`src/rtl/pp_accumulator_array.sv`:
```
// pp_accumulator_array
// Reduces the Booth partial products of every multiplier lane to a final
// product by serial accumulation (one partial product per cycle, all lanes in
// parallel). It then registers the per-lane products together with their
// signed dot-product sum.
//
// Handshake semantics (both sides): a transfer happens on a rising clk_i edge
// where valid and ready are both high. The producer holds valid and data
// stable until that edge. The consumer may raise or drop ready at any time,
// independent of valid. in_ready_o is high only in IDLE. out_valid_o stays
// high and prod_o/dot_o stay frozen from REDUCE until the output transfer.
module pp_accumulator_array #(
    parameter int IN_SIZE_0  = 4,
    parameter int IN_SIZE_1  = 8,
    parameter int SIZE_ARRAY = 8,
    localparam int P         = IN_SIZE_0 + IN_SIZE_1,
    localparam int NUM_PP    = (IN_SIZE_1 + 2) / 3,
    localparam int D         = P + $clog2(SIZE_ARRAY)
) (
    input  logic                         clk_i,
    input  logic                         rst_ni,
    input  logic [P*NUM_PP*SIZE_ARRAY-1:0] pp_i,
    input  logic                         in_valid_i,
    output logic                         in_ready_o,
    output logic [P*SIZE_ARRAY-1:0]      prod_o,
    output logic [D-1:0]                 dot_o,
    output logic                         out_valid_o,
    input  logic                         out_ready_i,
    output logic [1:0]                   dbg_state_o
);

    localparam int NE = NUM_PP * SIZE_ARRAY;
    localparam int CW = (NUM_PP > 1) ? $clog2(NUM_PP) : 1;

    localparam logic [1:0] S_IDLE   = 2'd0;
    localparam logic [1:0] S_ACCUM  = 2'd1;
    localparam logic [1:0] S_REDUCE = 2'd2;
    localparam logic [1:0] S_DONE   = 2'd3;

    logic [1:0]              r_state;
    logic [CW-1:0]           r_count;
    logic                    r_out_valid;
    logic [P-1:0]            r_pp  [NE];
    logic [P-1:0]            r_acc [SIZE_ARRAY];
    logic [P*SIZE_ARRAY-1:0] r_prod;
    logic [D-1:0]            r_dot;

    logic [P-1:0]            w_sel [SIZE_ARRAY];
    logic [D-1:0]            w_dot;
    logic                    w_accept;
    logic                    w_last;

    assign w_accept    = in_valid_i && (r_state == S_IDLE);
    assign w_last      = (r_count == CW'(NUM_PP - 1));

    assign in_ready_o  = (r_state == S_IDLE);
    assign out_valid_o = r_out_valid;
    assign prod_o      = r_prod;
    assign dot_o       = r_dot;
    assign dbg_state_o = r_state;

    // Pick each lane's partial product for the current accumulation step.
    always_comb begin
        for (int i = 0; i < SIZE_ARRAY; i++) begin
            w_sel[i] = '0;
            for (int k = 0; k < NUM_PP; k++) begin
                if (r_count == CW'(k)) begin
                    w_sel[i] = r_pp[i*NUM_PP + k];
                end
            end
        end
    end

    // Single-cycle adder tree: sign-extend every lane to D bits and sum.
    always_comb begin
        w_dot = '0;
        for (int i = 0; i < SIZE_ARRAY; i++) begin
            w_dot = w_dot + D'($signed(r_acc[i]));
        end
    end

    // Control FSM: state, step counter and output valid flag.
    always_ff @(posedge clk_i or negedge rst_ni) begin
        if (!rst_ni) begin
            r_state     <= S_IDLE;
            r_count     <= '0;
            r_out_valid <= 1'b0;
        end else begin
            case (r_state)
                S_IDLE: begin
                    if (w_accept) begin
                        r_count <= '0;
                        r_state <= S_ACCUM;
                    end
                end
                S_ACCUM: begin
                    r_count <= r_count + 1'b1;
                    if (w_last) begin
                        r_state <= S_REDUCE;
                    end
                end
                S_REDUCE: begin
                    r_out_valid <= 1'b1;
                    r_state     <= S_DONE;
                end
                default: begin
                    if (out_ready_i) begin
                        r_out_valid <= 1'b0;
                        r_state     <= S_IDLE;
                    end
                end
            endcase
        end
    end

    // Capture the whole partial-product vector only on the accept edge.
    always_ff @(posedge clk_i or negedge rst_ni) begin
        if (!rst_ni) begin
            for (int j = 0; j < NE; j++) begin
                r_pp[j] <= '0;
            end
        end else if (w_accept) begin
            for (int j = 0; j < NE; j++) begin
                r_pp[j] <= pp_i[j*P +: P];
            end
        end
    end

    // Per-lane accumulators: cleared on accept, one add per ACCUM cycle (mod 2^P).
    always_ff @(posedge clk_i or negedge rst_ni) begin
        if (!rst_ni) begin
            for (int i = 0; i < SIZE_ARRAY; i++) begin
                r_acc[i] <= '0;
            end
        end else if (w_accept) begin
            for (int i = 0; i < SIZE_ARRAY; i++) begin
                r_acc[i] <= '0;
            end
        end else if (r_state == S_ACCUM) begin
            for (int i = 0; i < SIZE_ARRAY; i++) begin
                r_acc[i] <= r_acc[i] + w_sel[i];
            end
        end
    end

    // Result registers: loaded in REDUCE, frozen through DONE.
    always_ff @(posedge clk_i or negedge rst_ni) begin
        if (!rst_ni) begin
            r_prod <= '0;
            r_dot  <= '0;
        end else if (r_state == S_REDUCE) begin
            for (int i = 0; i < SIZE_ARRAY; i++) begin
                r_prod[i*P +: P] <= r_acc[i];
            end
            r_dot <= w_dot;
        end
    end

endmodule

```
`config.mk`:
```
export PLATFORM = sky130hd
export DESIGN_NAME = pp_accumulator_array
export DESIGN_NICKNAME = d
export VERILOG_FILES = /design/src/rtl/pp_accumulator_array.sv
export SDC_FILE = /design/constraint.sdc
export NUM_CORES = 1
export LEC_CHECK = 0
export ABC_AREA = 1
export CORE_ASPECT_RATIO = 1.5
export CORE_MARGIN = 2
export CORE_UTILIZATION = 50
export DETAILED_ROUTE_END_ITERATION = 7
export PLACE_DENSITY = 0.77
export SYNTH_ARGS = -nofsm -noshare
export SYNTH_HDL_FRONTEND = slang
export SYNTH_SLANG_ARGS = --single-unit
```
`constraint.sdc`:
```
create_clock -name clk_i -period 3.81 [get_ports clk_i]
set_input_delay 0.762 -clock clk_i [delete_from_list [all_inputs] [get_ports clk_i]]
set_output_delay 0.762 -clock clk_i [all_outputs]
set_load 0.1 [all_outputs]
```
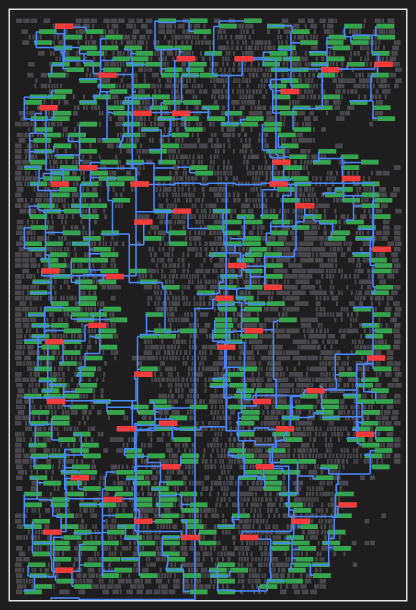
run_1/clock_map.png
(2 px per um)
[flip-flops] green | count: 500
[cells driving clock nets] red | count: 49
[clock wires] blue | length: 6420 um
routed clock nets: 50

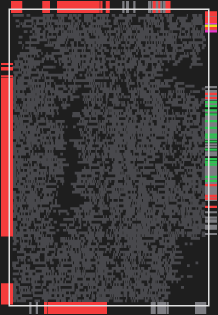
run_1/pins.png
(1 px per um) Pins as bars across the die edge, other pins in gray.
[`in_ready_o`] yellow | pins: 1 | direction: output | edge: right
[`pp_i`] red | pins: 288 | direction: input | edge: 135 left, 73 top, 65 bottom, 15 right
[`dbg_state_o`] magenta | pins: 2 | direction: output | edge: right
[`dot_o`] green | pins: 15 | direction: output | edge: right
all pins by edge: 135 left, 94 right, 89 bottom, 89 top

==> results.toml, run 1 <==
# generated from flow reports
[critical_path]
startpoint_type = "register"
cp-end-kind = "register"
cp-startpoint = "r_acc[26]"
rr_worst_depth = 15

[final_timing]
timing.fmax_ghz = 0.261
finalSetupViolations = 4
worst_slack_ps = -20.9
max_slew.worst_pin.slew_ps = 1050
hold_viol_final = 0

[floorplan]
die-area_um2 = 58400
row_count = 106
fp.dieH_um = 295
chipWidth_um = 198

[yosys]
ys_types = 35
top_area_cell = "dfrtp_1"
yosys-top-cells-area = "dfrtp_1, nand2_1, fa_1"
ys_area_um2 = 28200
top_cell = "nand2_1"
async_flop_share = 1.00
synth-edff-count = 0

[min_path]
hold_class = "in -> async"

[flow_run]
maxCapViolCount = 0
tool_warnings = 38

[layout]
flop_area_um2 = 12500
final_area_um2 = 35300
post_route_cells_drive_above_1_share = 0.0634
fill_cells = 4935
final_core_util = 0.631

[clock_network]
cts_buffer_depth = 3
tritoncts = "done"
cts-root-buf = "clkbuf_16"

[run_status]
violations = "setup timing"
status = "complete, but fails checks"

[routing]
vias = 25700
drcViolationCount = 0
via_per_inst = 5.24
drtPass1Iterations = 6

[placement]
io_buffers = 406
dp_hpwl_um = 67400

[global_routing]
grt-ovfl-total = 0
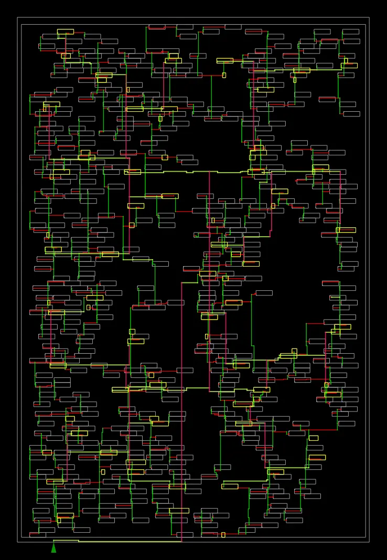
run_1/final_clocks.png
CLK BUF: 68
clk_lat worst skew: 600 ps
Clock Skews: 17.8 ps
CTS Sinks: 500

run 1: routing by layer:
metal | part of all wire | wire length, um | track usage | vias up
met1 | 0.43 | 38000 | 0.420 | 12200
met3 | 0.060 | 5330 | 0.0370 | 166
li1 | - | - | - | 12400
met5 | 0 | 0 | 0 | -
met4 | 0.047 | 4210 | 0.144 | 0
met2 | 0.47 | 41300 | 0.489 | 928
run 1: stage by stage:
step / cells / hold WS [ps] / setup WS, ps
after floorplan: 3685 / 449 / 57.5
after global placement: 4788 / 454 / -110
after detailed placement: 4788 / 457 / -151
after CTS: 4878 / 207 / -9.04
after global routing: 4897 / 230 / -188
final: 4899 / 185 / -20.9
run 1: sequential cells by signal, summed over array words and instances (netlist names):
register     count
r_acc           96
r_count          2
r_pp           288
out_valid_o      1
prod_o          96
dot_o           15
dbg_state_o      2
run 1: cell type report:
cell class	count	share of cell area
diodes	12	0.000852
clock buffers	68	0.0399
clock inverters	22	0.00600
inverters	360	0.0388
multi-input cells	2677	0.394
flip-flops and latches	500	0.355
well taps	756	0.0268
repair buffers	504	0.139
run 1: path summary, 6_finish.rpt:
path                                    to  slack, ps
worst min-delay path             r_pp[140]        190
worst max-delay path              dot_o[6]        -20
max in group asynchronous        r_acc[45]       2640
worst max register to register    dot_o[6]        -20
worst min register to register  prod_o[60]        470
min in group clk_i              prod_o[60]        470
run 1: cells by family (layout without fill, tap and decap cells):
group           Yosys count  after routing  synth area share
compound gates          446            446            0.0911
xor+xnor                 12             12           0.00372
fa+ha+maj               192            192             0.107
buf+inv                 508            954            0.0743
flops                   500            500             0.443
mux                       1              1          0.000399
other cells               0             12                 0
simple gates           2026           2026             0.280
run 1: placed cells by master (no fill, tap or decap), drive strengths merged:
cell              n
nand3b            6
buf             114
clkinvlp          3
a22oi            88
inv             361
clkbuf           68
nor3              2
nand4            26
mux2              1
nor2            222
a31oi             5
clkdlybuf4s50   390
a31o              1
a21oi           144
diode            12
a22o              5
nand3           157
xnor2             4
bufinv            3
nand2b            1
fa               83
ha              109
or2               1
o21ai           154
dfrtp           500
clkinv           15
nand2          1611
o22ai            25
o21bai            8
xor2              8
a21boi            8
o21a              8
run 1: worst max-delay path: stages (launching register included):
cell and delay (ps):
dfrtp_1 400, fa_1 570, inv_2 50, fa_1 500
fa_1 520, fa_1 490, inv_1 70, ha_2 170
inv_2 40, fa_2 330, inv_2 80, nand3_2 90
nand3_4 100, buf_6 110, xnor2_2 90, o21ai_1 90
run 1: repair_timing:
item | CTS | global route
endpoints found under the hold margin | 0 | 0
pin swaps | 1 | 24
endpoints found under the setup margin | 7 | 9
resized | 6 | 58
buffers inserted | 0 | 9
run_1/cell_classes.png
(1 px per um) Fill, decap, tap and diode cells in gray.
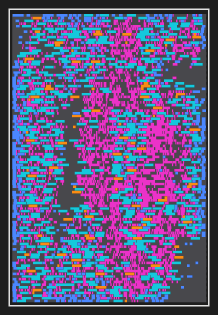

==> run 1 -> run 2 <==
CAP_MARGIN = 20   (was default)
CORE_UTILIZATION = 45   (was 50)
PLACE_DENSITY = 0.68   (was 0.77)
clock period = 4.25 ns   (was 3.81 ns; I/O delays follow)
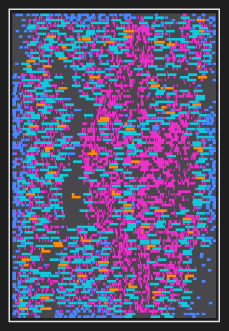
run_2/cell_classes.png
(1 px per um) Fill, decap, tap and diode cells in gray.
[other buffers and delay cells] blue | cells: 459
[flip-flops] cyan | cells: 500
[all other logic] magenta | cells: 3037
[clock drivers and dummy loads] orange | cells: 97

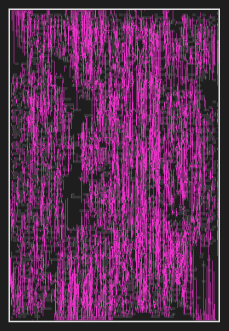
run_2/met2.png
(1 px per um) Cells faint in the background.
main direction: vertical
nets with wire on the layer: 3471
wire length on this layer: 43.5 mm
share of all routed wire: 47%
longest straight run: 165 um

==> run 2 against run 1 <==
Net effect:
- the flow now finishes without violations
- critical path depth grew 2
- global-route usage shrank 2.3 points
- design area shrank 0.84%
- synthesized cell count is the same
- highest routed layer is now met5
- first-iteration DRC count grew 2.3%
- wire length grew 3.9%
==> results.toml, run 2 <==
# generated from flow reports
[yosys]
yosys-top-cells-area = "dfrtp_1, nand2_1, fa_1"
async_flop_share = 1.00
top_cell = "nand2_1"
ys_types = 35
ys_area_um2 = 28200
synth-edff-count = 0

[routing]
wl_met3_um = 4840
wl_met1_um = 40500
vias = 25100
drtPass1Iterations = 5

[floorplan]
row_count = 112
die-area_um2 = 64800

[final_timing]
max_slew.worst_pin.slew_ps = 1160

[critical_path]
startpoint_type = "register"
cp-end-kind = "register"

[global_routing]
grt-ovfl-total = 0

[placement]
dp_hpwl_um = 70000

[min_path]
hold_class = "in -> async"

[layout]
post_route_cells_drive_above_1_share = 0.0386

[run_status]
status = "finished, final reports clean"
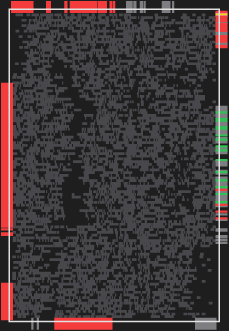
run_2/pins.png
(1 px per um) Pins as bars across the die edge, other pins in gray.
[`pp_i`] red | pins: 288 | direction: input | edge: 136 left, 68 top, 62 bottom, 22 right
[`in_ready_o`] yellow | pins: 1 | direction: output | edge: right
[`dbg_state_o`] magenta | pins: 2 | direction: output | edge: right
[`dot_o`] green | pins: 15 | direction: output | edge: right
all pins by edge: 136 left, 99 right, 86 bottom, 86 top

run 2: logic make-up after synthesis:
family	count (synthesis)	share of synthesized area
simple gates	2026	0.280
buf+inv	508	0.0743
flops	500	0.443
compound gates	446	0.0911
fa+ha+maj	192	0.107
xor+xnor	12	0.00372
mux	1	0.000399
run 2: path summary, 6_finish.rpt:
| kind | startpoint | to |
|---|---|---|
| worst min-delay path | rst_ni | r_pp[125] |
| worst max register to register | r_acc[38] | dot_o[14] |
| max in group asynchronous | rst_ni | dot_o[0] |
| min in group clk_i | prod_o[86] | prod_o[86] |
| worst min register to register | prod_o[86] | prod_o[86] |
| worst max-delay path | r_acc[38] | dot_o[14] |
run 2: metal layers:
metal  up-vias  global-route usage
met1     11900               0.384
met5         -                   0
met2       763               0.463
li1      12300                   -
met4         2               0.110
met3       130              0.0365
run 2: critical path, stage by stage (launching register included):
cell and delay [ps]:
dfrtp_1 400, fa_1 570, inv_1 70, fa_1 570
fa_1 430, fa_1 450, inv_1 70, ha_1 200
inv_1 80, fa_1 400, inv_1 90, nand3_1 110
nand3_2 140, nand2_1 90, nand3_1 70, nand2_1 50
nand3_1 70, nand2_1 60
run 2: area by class of cell:
cell class,instances,area [um2]
antenna,7,17.5
clock buffer,72,1490
clock inverter,25,295
fill,5860,27100
inverter,360,1370
multi-input combinational,2677,13700
sequential,500,12500
tap,798,998
timing repair buffer,459,4630
run 2: per-stage QoR:
stage / setup slack [ps] / hold slack (ps)
global route: 27.7 / 299
floorplan: 498 / 449
detailed placement: 180 / 458
global placement: 239 / 455
finish: 224 / 225
CTS: 183 / 250
